$ cat config.mk
export PLATFORM = sky130hd
export DESIGN_NAME = dma_xfer_engine
export DESIGN_NICKNAME = d
export VERILOG_FILES = /design/src/rtl/dma_xfer_engine.sv
export SDC_FILE = /design/constraint.sdc
export NUM_CORES = 1
export LEC_CHECK = 0
export ABC_AREA = 1
export CORE_UTILIZATION = 55
export CTS_CLUSTER_DIAMETER = 30
export DETAILED_ROUTE_END_ITERATION = 8
export DONT_BUFFER_PORTS = 1
export PLACE_DENSITY_LB_ADDON = 0.3
export SLEW_MARGIN = 10
export SYNTH_ARGS = -nofsm -noshare
export SYNTH_HDL_FRONTEND = slang
export SYNTH_SLANG_ARGS = --single-unit
$ cat constraint.sdc
create_clock -name clk -period 4.06 [get_ports clk]
set_input_delay 0.812 -clock clk [delete_from_list [all_inputs] [get_ports clk]]
set_output_delay 0.812 -clock clk [all_outputs]
set_load 0.01 [all_outputs]
$ cat src/rtl/dma_xfer_engine.sv
// Single-channel store-and-forward DMA engine: reads up to 16 words into a local
// buffer, then writes them out (or writes a constant pattern in fill mode).
module dma_xfer_engine #(
  parameter int MEM_ADDR_WIDTH = 16,
  parameter int MEM_DATA_WIDTH = 32,
  parameter int MEM_STRB_WIDTH = MEM_DATA_WIDTH / 8,
  parameter int MAX_TRANS_SIZE = 5
) (
  input  logic                      clk,
  input  logic                      rst_n,
  input  logic                      cmd_start,
  input  logic [MEM_ADDR_WIDTH-1:0] cmd_src,
  input  logic [MEM_ADDR_WIDTH-1:0] cmd_dst,
  input  logic [MAX_TRANS_SIZE-1:0] cmd_len,
  input  logic                      cmd_mode,
  input  logic [MEM_DATA_WIDTH-1:0] cmd_fill,
  output logic                      busy,
  output logic                      done,
  output logic                      err,
  output logic                      mem_req,
  output logic                      mem_we,
  output logic [MEM_ADDR_WIDTH-1:0] mem_addr,
  output logic [MEM_DATA_WIDTH-1:0] mem_wdata,
  output logic [MEM_STRB_WIDTH-1:0] mem_wstrb,
  input  logic                      mem_gnt,
  input  logic                      mem_rvalid,
  input  logic [MEM_DATA_WIDTH-1:0] mem_rdata
);
  localparam int AW        = MEM_ADDR_WIDTH;
  localparam int DW        = MEM_DATA_WIDTH;
  localparam int LW        = MAX_TRANS_SIZE;
  localparam int MAX_WORDS = 16;
  localparam int IDXW      = $clog2(MAX_WORDS);
  localparam logic [LW-1:0] LEN_MAX = LW'(MAX_WORDS);
  localparam logic [LW-1:0] ONE     = LW'(1);

  typedef enum logic [2:0] {IDLE, RD, RD_WAIT, WR, DONE} state_e;

  state_e        state_q, state_d;
  logic [AW-1:0] src_q, src_d, dst_q, dst_d;
  logic [LW-1:0] len_q, len_d, icnt_q, icnt_d, rcnt_q, rcnt_d, wcnt_q, wcnt_d;
  logic          mode_q, mode_d, err_q, err_d;
  logic [DW-1:0] fill_q, fill_d;
  logic [DW-1:0] buf_q [MAX_WORDS];
  logic          rd_cap;
  logic [AW-1:0] rd_addr, wr_addr;

  // Read beats may overlap the issue phase, so capture in every active state.
  assign rd_cap  = mem_rvalid && !mode_q && (rcnt_q < len_q) &&
                   (state_q == RD || state_q == RD_WAIT || state_q == WR);
  assign rd_addr = src_q + AW'({icnt_q, 2'b00});
  assign wr_addr = dst_q + AW'({wcnt_q, 2'b00});

  always_ff @(posedge clk or negedge rst_n) begin
    if (!rst_n) begin
      state_q <= IDLE;
      src_q   <= '0;
      dst_q   <= '0;
      len_q   <= '0;
      mode_q  <= 1'b0;
      fill_q  <= '0;
      err_q   <= 1'b0;
      icnt_q  <= '0;
      rcnt_q  <= '0;
      wcnt_q  <= '0;
    end else begin
      state_q <= state_d;
      src_q   <= src_d;
      dst_q   <= dst_d;
      len_q   <= len_d;
      mode_q  <= mode_d;
      fill_q  <= fill_d;
      err_q   <= err_d;
      icnt_q  <= icnt_d;
      rcnt_q  <= rcnt_d;
      wcnt_q  <= wcnt_d;
    end
  end

  always_ff @(posedge clk) begin
    if (rd_cap) buf_q[rcnt_q[IDXW-1:0]] <= mem_rdata;
  end

  always_comb begin
    state_d   = state_q;
    src_d     = src_q;
    dst_d     = dst_q;
    len_d     = len_q;
    mode_d    = mode_q;
    fill_d    = fill_q;
    err_d     = err_q;
    icnt_d    = icnt_q;
    wcnt_d    = wcnt_q;
    rcnt_d    = rd_cap ? rcnt_q + ONE : rcnt_q;
    busy      = 1'b0;
    done      = 1'b0;
    err       = 1'b0;
    mem_req   = 1'b0;
    mem_we    = 1'b0;
    mem_addr  = '0;
    mem_wdata = '0;
    mem_wstrb = '0;
    case (state_q)
      IDLE: begin
        if (cmd_start) begin
          src_d  = cmd_src;
          dst_d  = cmd_dst;
          len_d  = cmd_len;
          mode_d = cmd_mode;
          fill_d = cmd_fill;
          err_d  = (cmd_len > LEN_MAX);
          icnt_d = '0;
          rcnt_d = '0;
          wcnt_d = '0;
          if (cmd_len == '0 || cmd_len > LEN_MAX) state_d = DONE;
          else if (cmd_mode)                      state_d = WR;
          else                                    state_d = RD;
        end
      end
      RD: begin
        busy     = 1'b1;
        mem_req  = 1'b1;
        mem_addr = rd_addr;
        if (mem_gnt) begin
          icnt_d = icnt_q + ONE;
          if (icnt_q == len_q - ONE) state_d = (rcnt_d == len_q) ? WR : RD_WAIT;
        end
      end
      RD_WAIT: begin
        busy = 1'b1;
        if (rcnt_q == len_q) state_d = WR;
      end
      WR: begin
        busy      = 1'b1;
        mem_req   = 1'b1;
        mem_we    = 1'b1;
        mem_addr  = wr_addr;
        mem_wdata = mode_q ? fill_q : buf_q[wcnt_q[IDXW-1:0]];
        mem_wstrb = '1;
        if (mem_gnt) begin
          wcnt_d = wcnt_q + ONE;
          if (wcnt_q == len_q - ONE) state_d = DONE;
        end
      end
      DONE: begin
        done    = 1'b1;
        err     = err_q;
        state_d = IDLE;
      end
      default: state_d = IDLE;
    endcase
  end
endmodule

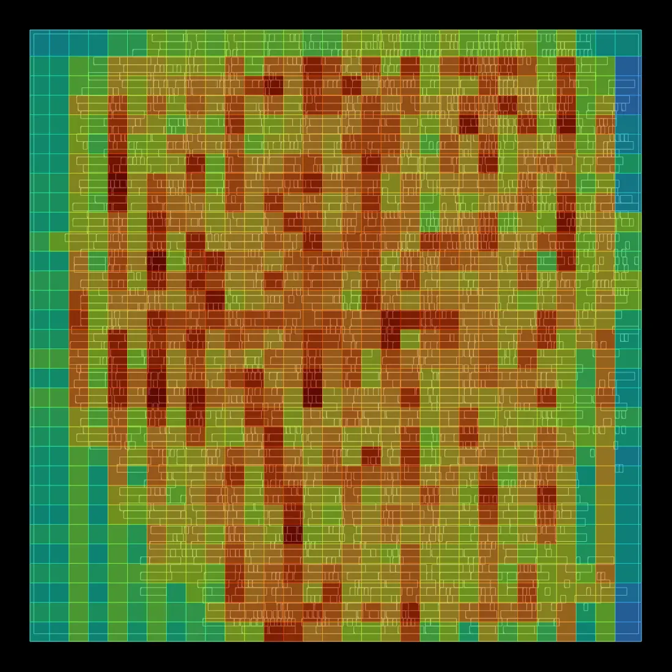
*Track usage over the die*
DR WL/cell: 23.3 µm
GR Layer Usage met3: 6.93%

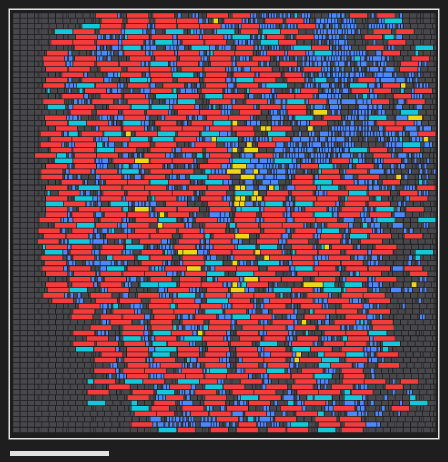
*Placed cells, one color a class*
Bar = 50 µm. Fill, decap, tap and diode cells in gray.
- clock drivers and dummy loads: cyan (cells 201; share of their area 13%)
- other buffers and delay cells: yellow (cells 50; share of their area 1.9%)
- flops: red (cells 601; share of their area 61%)
- combinational and other logic: blue (cells 1364; share of their area 24%)
Core Area: 0.0454 mm²
post-route cell area: 0.0296 mm²
Final Core Density: 65.2%

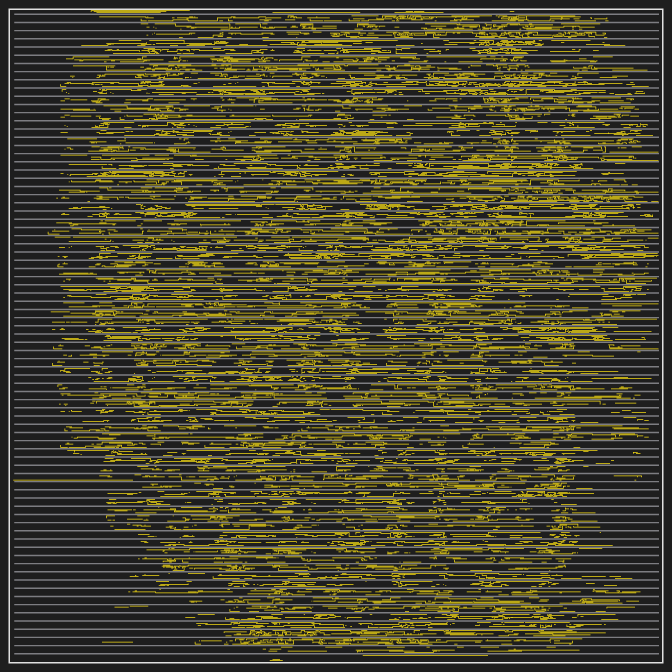
*Signal wires on met1*
Supply wires on this layer in gray.
- share of all routed wire: 39%
- wire length on this layer: 25.8 mm

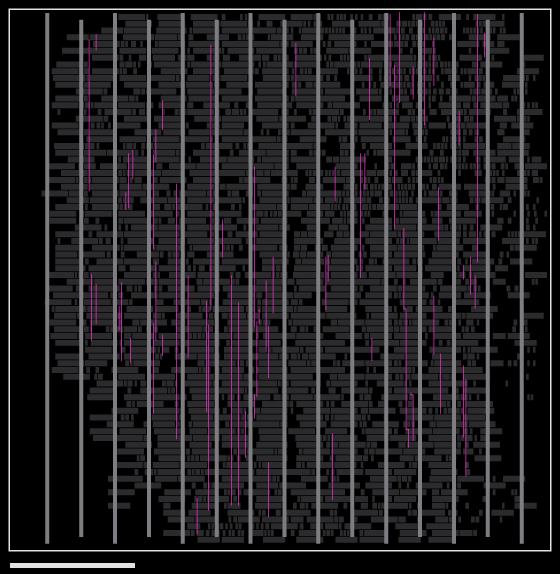
*Signal wires on met4*
Bar = 50 µm. Supply wires on this layer in gray.
- main direction: vertical
- share of all routed wire: 2.9%
- nets with wire on the layer: 36
routed via count: 17300
WL final: 65500 µm

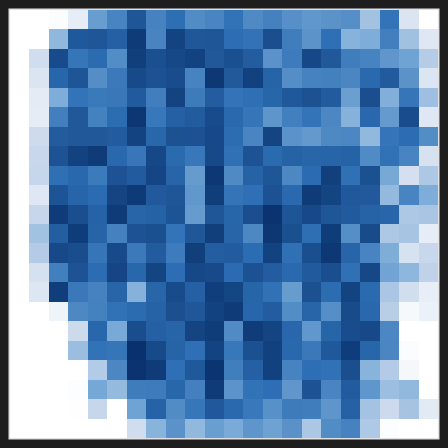
*Local utilization*
22 x 22 tiles, from white (low) to dark blue (high), 0 to 100% covered.
- tiles over 75% full: 44%
- emptiest ninth of the die: bottom left
- mean over tiles: 62%
- nearly empty tiles: 11%
- fullest tile: 100%
FP Core Util: 55.7%

==> run summary <==
Flow results.

- Counting the clock-network buffers in the layout gives 126.
- The library cell occupying the most area in the post-synthesis netlist is sky130_fd_sc_hd__edfxtp_1.
- The area added between synthesis and finish is 17.2%.
- Post-synthesis, Yosys gives the total cell area as 0.0253 mm².
- The placed wire-length estimate after detailed placement is 36400 µm.
- Entering global routing, the biggest net connects 160 pins.
- The well tap count is 600.
- In the global route stage, met1 resource usage came out at 37.8%.
- Across all setup checks in the final design, the least slack found is 0.283 ns.
- The mean post-synth cell area is 12.0 µm².
- In the Yosys stats the netlist draws on 45 distinct library cells.
- In this run the number of cells on the critical path is 5.
- The part of the cycle the worst path needs is 93.0%.
- The worst setup path is captured at an output port.
- The synthesized netlist devotes 1.30% of its cell area to adder and majority cells.
- Multi-input gates account for 23.1% of the area.
- The internal reg-to-reg setup slack is 1.05 ns.
- Together, buffers and inverters on the worst path number 1.
- The count of boundary I/O pins is 164.
- The clock tree skew after final layout is 0.0222 ns.
- The time the final worst path needs with I/O delays and setup is 3.78 ns.
- Looking at the max-slew report, the worst-margin pin has a slew of 1.02 ns.
- The number of setup buffers added after CTS is 0.
- The type of origin of the critical path is a flop.
- The endpoint identified for the worst register-to-register timing path is buf_q[12][22]$_DFFE_PP_.
- The critical path's slowest cell is sky130_fd_sc_hd__buf_4.
- The leakage power in the latest report is 10.7 nW.
- The run finished with clean final reports.
- CTS built an H-tree with a depth of 3.
- The post-placement setup slack is 0.956 ns.
- Setup repair after global routing left no endpoint under its margin.
- In this run the horizontal extent of the chip is 216 µm.
- The number of standard cells reported by yosys is 2102.
- The final number of hold-violating endpoints is 0.
- The aggregate global routing overflow is 0.
- The global routing usage summed across all routing layers is 28.2%.
- Yosys shows that the main logic family after synthesis is AND-OR/OR-AND gates.
- The via density per instance is 6.14.
- The placement row count is 78.
- The power per cell area is 760 mW/mm².
- The number of placed instances with taps included is 2614.
- Power attributed to the clock group is 8.89 mW.
- Power attributed to combinational cells is 5.82 mW.
- The cell family contributing the most delay on the critical path is AND-OR/OR-AND gates.
- Overall power consumption after layout is estimated at 22.5 mW.
- The number of non-clock inverters in the layout is 50.
- The number of multi-input combinational cells in the layout is 1314.
- Yosys instantiated no cell more often than sky130_fd_sc_hd__edfxtp_1.
- The most used flip-flop cell after synthesis is sky130_fd_sc_hd__edfxtp_1.
- The number of port buffers is 0.
- The number of search-and-repair iterations in the first detailed-routing pass is 7.
- The final antenna diode tally reported by the flow is 0.
- After Yosys synthesis, XOR and XNOR cells account for 0.381% of the synthesized area.
- The maximum vdd drop is 552 µV.
- The synthesized netlist cell count is 2102.
- TritonCTS built the clock tree.
Power is estimated from default activity; no workload was simulated.
